### config.mk
export PLATFORM = sky130hd
export DESIGN_NAME = fsm1_rr_arb
export DESIGN_NICKNAME = d
export VERILOG_FILES = /design/src/rtl/fsm1_rr_arb.sv
export SDC_FILE = /design/constraint.sdc
export NUM_CORES = 1
export LEC_CHECK = 0
export CORE_MARGIN = 1.5
export CORE_UTILIZATION = 41
export CTS_CLUSTER_DIAMETER = 80
export CTS_CLUSTER_SIZE = 8
export DETAILED_ROUTE_END_ITERATION = 10
export PLACE_DENSITY = 0.84
export SLEW_MARGIN = 30
export SYNTH_ARGS = -nofsm -noshare
export SYNTH_HDL_FRONTEND = slang
export SYNTH_SLANG_ARGS = --single-unit
### constraint.sdc
create_clock -name clk -period 1.9 [get_ports clk]
set_clock_uncertainty 0.2 [all_clocks]
set_input_delay 0.57 -clock clk [delete_from_list [all_inputs] [get_ports clk]]
set_output_delay 0.57 -clock clk [all_outputs]
set_load 0.01 [all_outputs]
### src/rtl/fsm1_rr_arb.sv
// fsm1_rr_arb
// Round-robin arbiter and sequencer that shares one fsm1 read controller
// between N requesters. The winner gets a single-cycle go to the controller.
// Its grant is held until the controller's ds strobe, and the winner then
// gets a one-cycle completion pulse.
//
// Parameters
//   N    number of requesters (2..16)
//   TMO  watchdog limit in WAIT cycles (used only with FSM1_ARB_WDOG_EN)
//
// Ports
//   clk      in   clock, rising edge
//   rst_n    in   asynchronous active-low reset
//   i_req    in   [N] level request per requester
//   i_ds     in   done strobe from the read controller
//   o_gnt    out  [N] current owner of the controller, one-hot or zero
//   o_done   out  [N] one-cycle completion pulse to the owner
//   o_go     out  one-cycle start pulse to the controller
//   o_busy   out  high while a transaction is outstanding
//   o_err    out  sticky watchdog flag (constant 0 without the watchdog)
//   o_state  out  [2] debug view of the FSM state (IDLE=0, WAIT=1, LOCK=2)
//
// Request/completion handshake: a requester raises i_req[k] and holds it
// until it sees o_done[k]. The transfer is complete in the cycle o_done[k] is
// high. A request still high in that cycle is treated as a new request. A
// request dropped while granted does not abort the transaction.
//
// Build option: define FSM1_ARB_WDOG_EN to enable the WAIT watchdog and the
// LOCK state.
module fsm1_rr_arb #(
    parameter int N   = 4,
    parameter int TMO = 64
) (
    input  logic         clk,
    input  logic         rst_n,
    input  logic [N-1:0] i_req,
    input  logic         i_ds,
    output logic [N-1:0] o_gnt,
    output logic [N-1:0] o_done,
    output logic         o_go,
    output logic         o_busy,
    output logic         o_err,
    output logic [1:0]   o_state
);

    localparam int PW = $clog2(N);

    localparam logic [1:0] S_IDLE = 2'd0;
    localparam logic [1:0] S_WAIT = 2'd1;
    localparam logic [1:0] S_LOCK = 2'd2;

    logic [1:0]    r_state;
    logic [PW-1:0] r_ptr;
    logic [N-1:0]  r_gnt;
    logic [N-1:0]  r_done;
    logic          r_go;
    logic          r_busy;

    logic [PW-1:0] w_win;
    logic [PW-1:0] w_idx;
    logic [N-1:0]  w_onehot;
    logic          w_any;
    logic          w_trip;

    // Winner search starts at ptr+1 and wraps modulo N. The scan runs from
    // the farthest offset to the nearest one, so the nearest set bit is the
    // last one written and wins.
    always_comb begin
        w_win    = r_ptr;
        w_idx    = '0;
        w_onehot = '0;
        w_any    = |i_req;
        for (int i = N; i >= 1; i--) begin
            w_idx = PW'((int'(r_ptr) + i) % N);
            if (i_req[w_idx]) begin
                w_win = w_idx;
            end
        end
        w_onehot[w_win] = 1'b1;
    end

    always_ff @(posedge clk or negedge rst_n) begin
        if (!rst_n) begin
            r_state <= S_IDLE;
            r_ptr   <= PW'(N - 1);
            r_gnt   <= '0;
            r_done  <= '0;
            r_go    <= 1'b0;
            r_busy  <= 1'b0;
        end else begin
            r_go   <= 1'b0;
            r_done <= '0;
            case (r_state)
                S_IDLE: begin
                    if (w_any) begin
                        r_gnt   <= w_onehot;
                        r_go    <= 1'b1;
                        r_busy  <= 1'b1;
                        r_ptr   <= w_win;
                        r_state <= S_WAIT;
                    end
                end
                S_WAIT: begin
                    // A ds arriving in the same cycle as the watchdog limit
                    // wins and completes normally.
                    if (i_ds) begin
                        r_gnt   <= '0;
                        r_done  <= r_gnt;
                        r_busy  <= 1'b0;
                        r_state <= S_IDLE;
                    end else if (w_trip) begin
                        r_gnt   <= '0;
                        r_done  <= r_gnt;
                        r_busy  <= 1'b0;
                        r_state <= S_LOCK;
                    end
                end
                // LOCK is parked until rst_n; no further go and req is ignored.
                default: r_state <= r_state;
            endcase
        end
    end

`ifdef FSM1_ARB_WDOG_EN
    localparam int CW = $clog2(TMO + 1);

    logic [CW-1:0] r_cnt;
    logic          r_err;

    // The counter holds the number of WAIT cycles already spent without ds.
    // The trip happens on the edge that would bring it to TMO.
    assign w_trip = (r_state == S_WAIT) && !i_ds && (r_cnt == CW'(TMO - 1));

    always_ff @(posedge clk or negedge rst_n) begin
        if (!rst_n) begin
            r_cnt <= '0;
            r_err <= 1'b0;
        end else begin
            if (r_state == S_IDLE) begin
                r_cnt <= '0;
            end else if ((r_state == S_WAIT) && !i_ds) begin
                r_cnt <= r_cnt + 1'b1;
            end
            if (w_trip) begin
                r_err <= 1'b1;
            end
        end
    end

    assign o_err = r_err;
`else
    // TMO only matters when the watchdog is built in.
    logic w_unused_tmo;
    assign w_unused_tmo = (TMO > 0);
    assign w_trip       = 1'b0;
    assign o_err        = 1'b0;
`endif

    assign o_gnt   = r_gnt;
    assign o_done  = r_done;
    assign o_go    = r_go;
    assign o_busy  = r_busy;
    assign o_state = r_state;

endmodule

Figure 1. Clock routing (run 1).
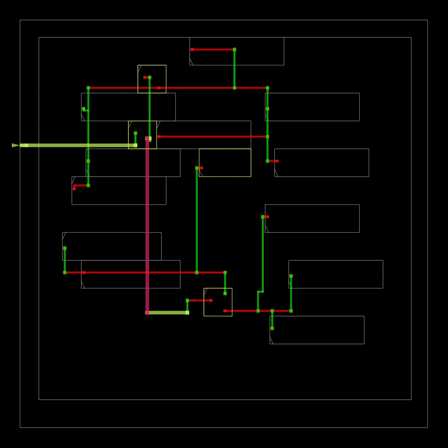
clock buf count: 4
seq_cells: 12
Late-Pin Clk Latency: 270 ps
Clock Power: 206 uW
clock sinks: 12

Figure 2. Routed metal per tile (run 1).
The bar under the picture is 10 um long. 8 x 8 tiles, from dark blue (low) to red (high), scaled to the fullest tile. Values are wire area over tile area, all layers added.
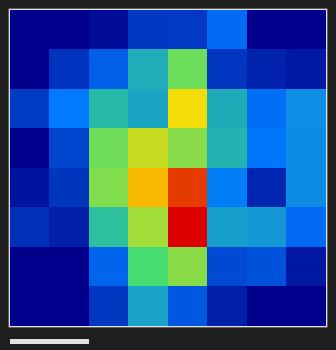
- fullest tile: 0.46
- emptiest ninth of the die: south-west
- tiles over half the peak: 19%
- mean over tiles: 0.12
- densest ninth of the die: center
wirelength, routed: 1160 um
GRT Util Overall: 19.1%
routed vias: 475
DR WL/cell: 13.1 um

Figure 3. Signal wires on met1 (run 1).
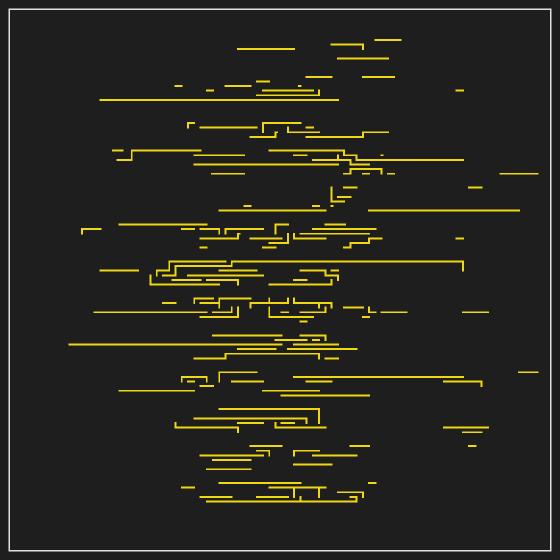
- main direction: horizontal
- longest straight run: 17.5 um
met1 GRT Util: 18.9%

Figure 4. Cell classes on the final placement (run 1).
Fill, decap, tap and diode cells in gray.
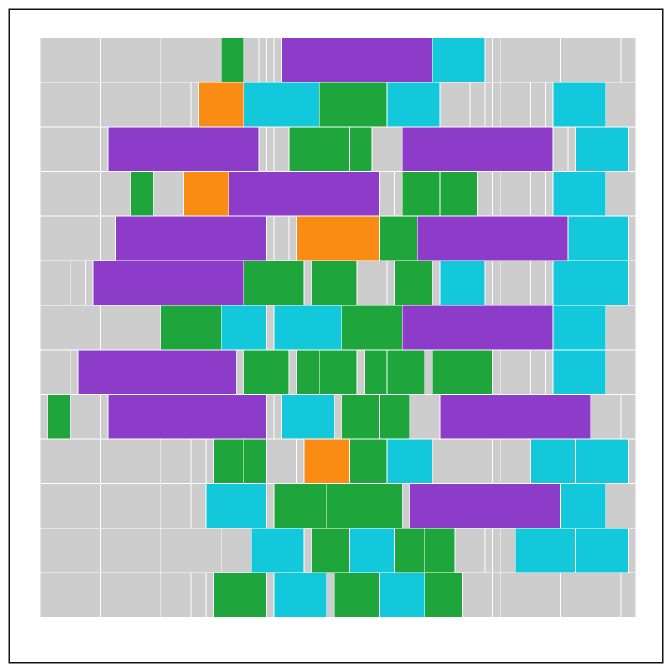
- flip-flops: purple (cells 12; share of their area 39%)
- all other logic: green (cells 33; share of their area 28%)
- clock drivers and dummy loads: orange (cells 4; share of their area 4.6%)
- other buffers and delay cells: cyan (cells 25; share of their area 29%)

==> flow_summary.json, run 1 <==
{
  "status": "complete, no violations",
  "hold_viol_final": 0,
  "final_cells": 89,
  "leakagePower_nw": 0.459,
  "logic_area_um2": 219,
  "buf_share_pct": 27.8,
  "drv_slew": 0,
  "port_buffers": 17,
  "ctsLongestPathBuffers": 2,
  "power_uw": 787,
  "wl_met2_um": 612,
  "nNetsFinal": 82,
  "setup_viol": 0,
  "power_density_nw_per_um2": 978,
  "adder_share_pct": 0,
  "cts_tree": "done",
  "p_clk_share_pct": 26.2,
  "mux_share_pct": 3.61,
  "fin_crit_ps": 1860,
  "seq_power_share_pct": 45.3,
  "peakVddDrop_v": 0.000526,
  "topRoutingLayerUsed": "met4",
  "synth_chip_area_um2": 554,
  "lay_top_count": "dlygate4sd2_1",
  "required_ps": 1870,
  "ys_cells": 49,
  "cts_max_level": 1,
  "cp_num_buf_inv": 2,
  "layout-drive-gt1-share_pct": 23.0,
  "crit_start": "i_req[2]",
  "clk_pin_slew_ps": 80,
  "core_area_um2": 1280,
  "ys.warnings.count": 0
}
Figure 5. Metal 3 (run 1).
The bar under the picture is 10 um long.
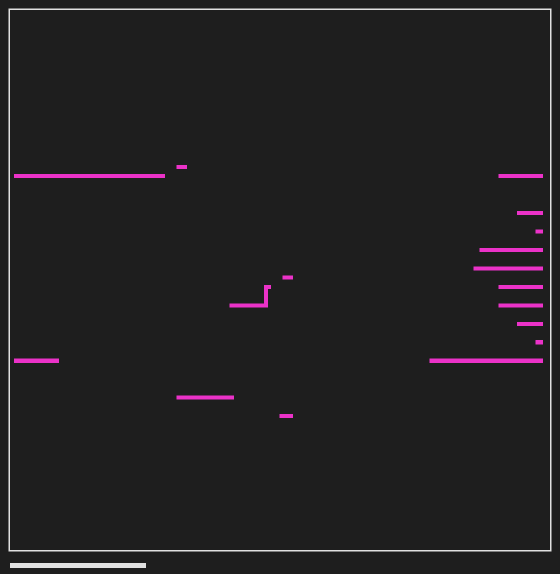

==> inputs of run 2 (changes only) <==
--- a/config.mk
+++ b/config.mk
@@ -10,6 +10,7 @@
 export CTS_CLUSTER_DIAMETER = 80
 export CTS_CLUSTER_SIZE = 8
 export DETAILED_ROUTE_END_ITERATION = 10
+export GPL_TIMING_DRIVEN = 0
 export PLACE_DENSITY = 0.84
 export SLEW_MARGIN = 30
 export SYNTH_ARGS = -nofsm -noshare
Figure 6. Metal 3 (run 2).
The bar under the picture is 10 um long.
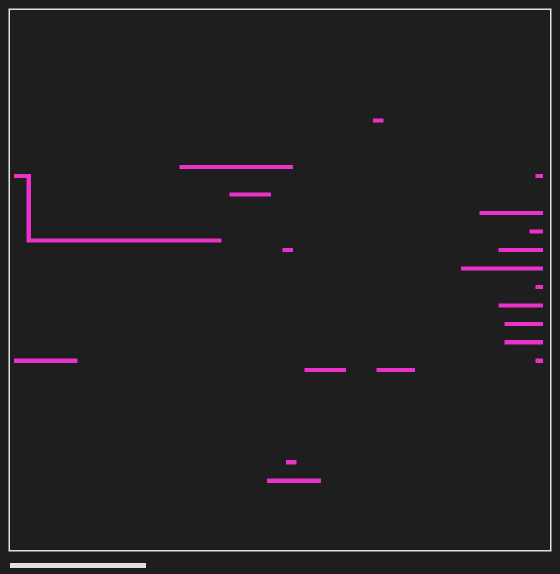
- wire length on this layer: 67.1 um
- share of all routed wire: 4.8%
grt met3 use: 5.68%
wirelength, routed: 1390 um
routed vias: 487

Figure 7. Routed metal per tile (run 2).
The bar under the picture is 10 um long. 8 x 8 tiles, from dark blue (low) to red (high), scaled to the fullest tile. Values are wire area over tile area, all layers added.
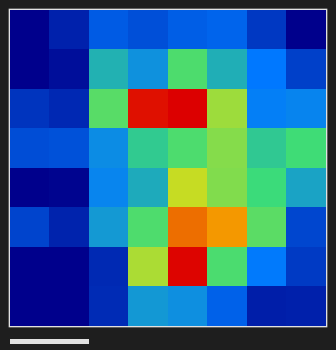
- nearly empty tiles: 14%
- emptiest ninth of the die: south-west
- mean over tiles: 0.14
- tiles over half the peak: 27%
- fullest tile: 0.45
DR WL/cell: 15.1 um
GRT Util Overall: 21.7%

==> run 2 against run 1 <==
First-iteration DRC count up 78%; combinational power up 13%; hold slack better by 0.52 ps; sequential power about the same; clock-buffer cell count unchanged.
==> flow_summary.json, run 2 <==
{
  "setup_viol": 0,
  "required_ps": 1870,
  "antenna_found_initial": 0,
  "clockBufferCount": 4,
  "nNetsFinal": 85,
  "adder_share_pct": 0,
  "power_uw": 812,
  "synth-main-ff-cell": "dfrtp_1",
  "final_cells": 92,
  "layout-drive-gt1-share_pct": 27.3,
  "status": "complete, no violations",
  "cts_tree": "done",
  "power_clock_uw": 207,
  "lay_top_count": "dlygate4sd2_1",
  "core_area_um2": 1280,
  "peakVddDrop_v": 0.000424,
  "mux_share_pct": 3.61,
  "logic_area_um2": 230,
  "cts_max_level": 1,
  "ys.warnings.count": 0,
  "ctsLongestPathBuffers": 2,
  "rrSetupSlack_ps": 90,
  "topRoutingLayerUsed": "met4",
  "drv_slew": 0,
  "synth_area_um2": 554,
  "fin_crit_ps": 1820,
  "power_density_nw_per_um2": 972,
  "hold_viol_final": 0,
  "comb_cells": 32,
  "seq_power_share_pct": 43.4,
  "cp_num_buf_inv": 2,
  "clk_pin_slew_ps": 70,
  "flops": 12,
  "clkLatencyLatePin_ps": 280,
  "clkSinkCount": 12
}
Power and IR drop assume default switching activity.
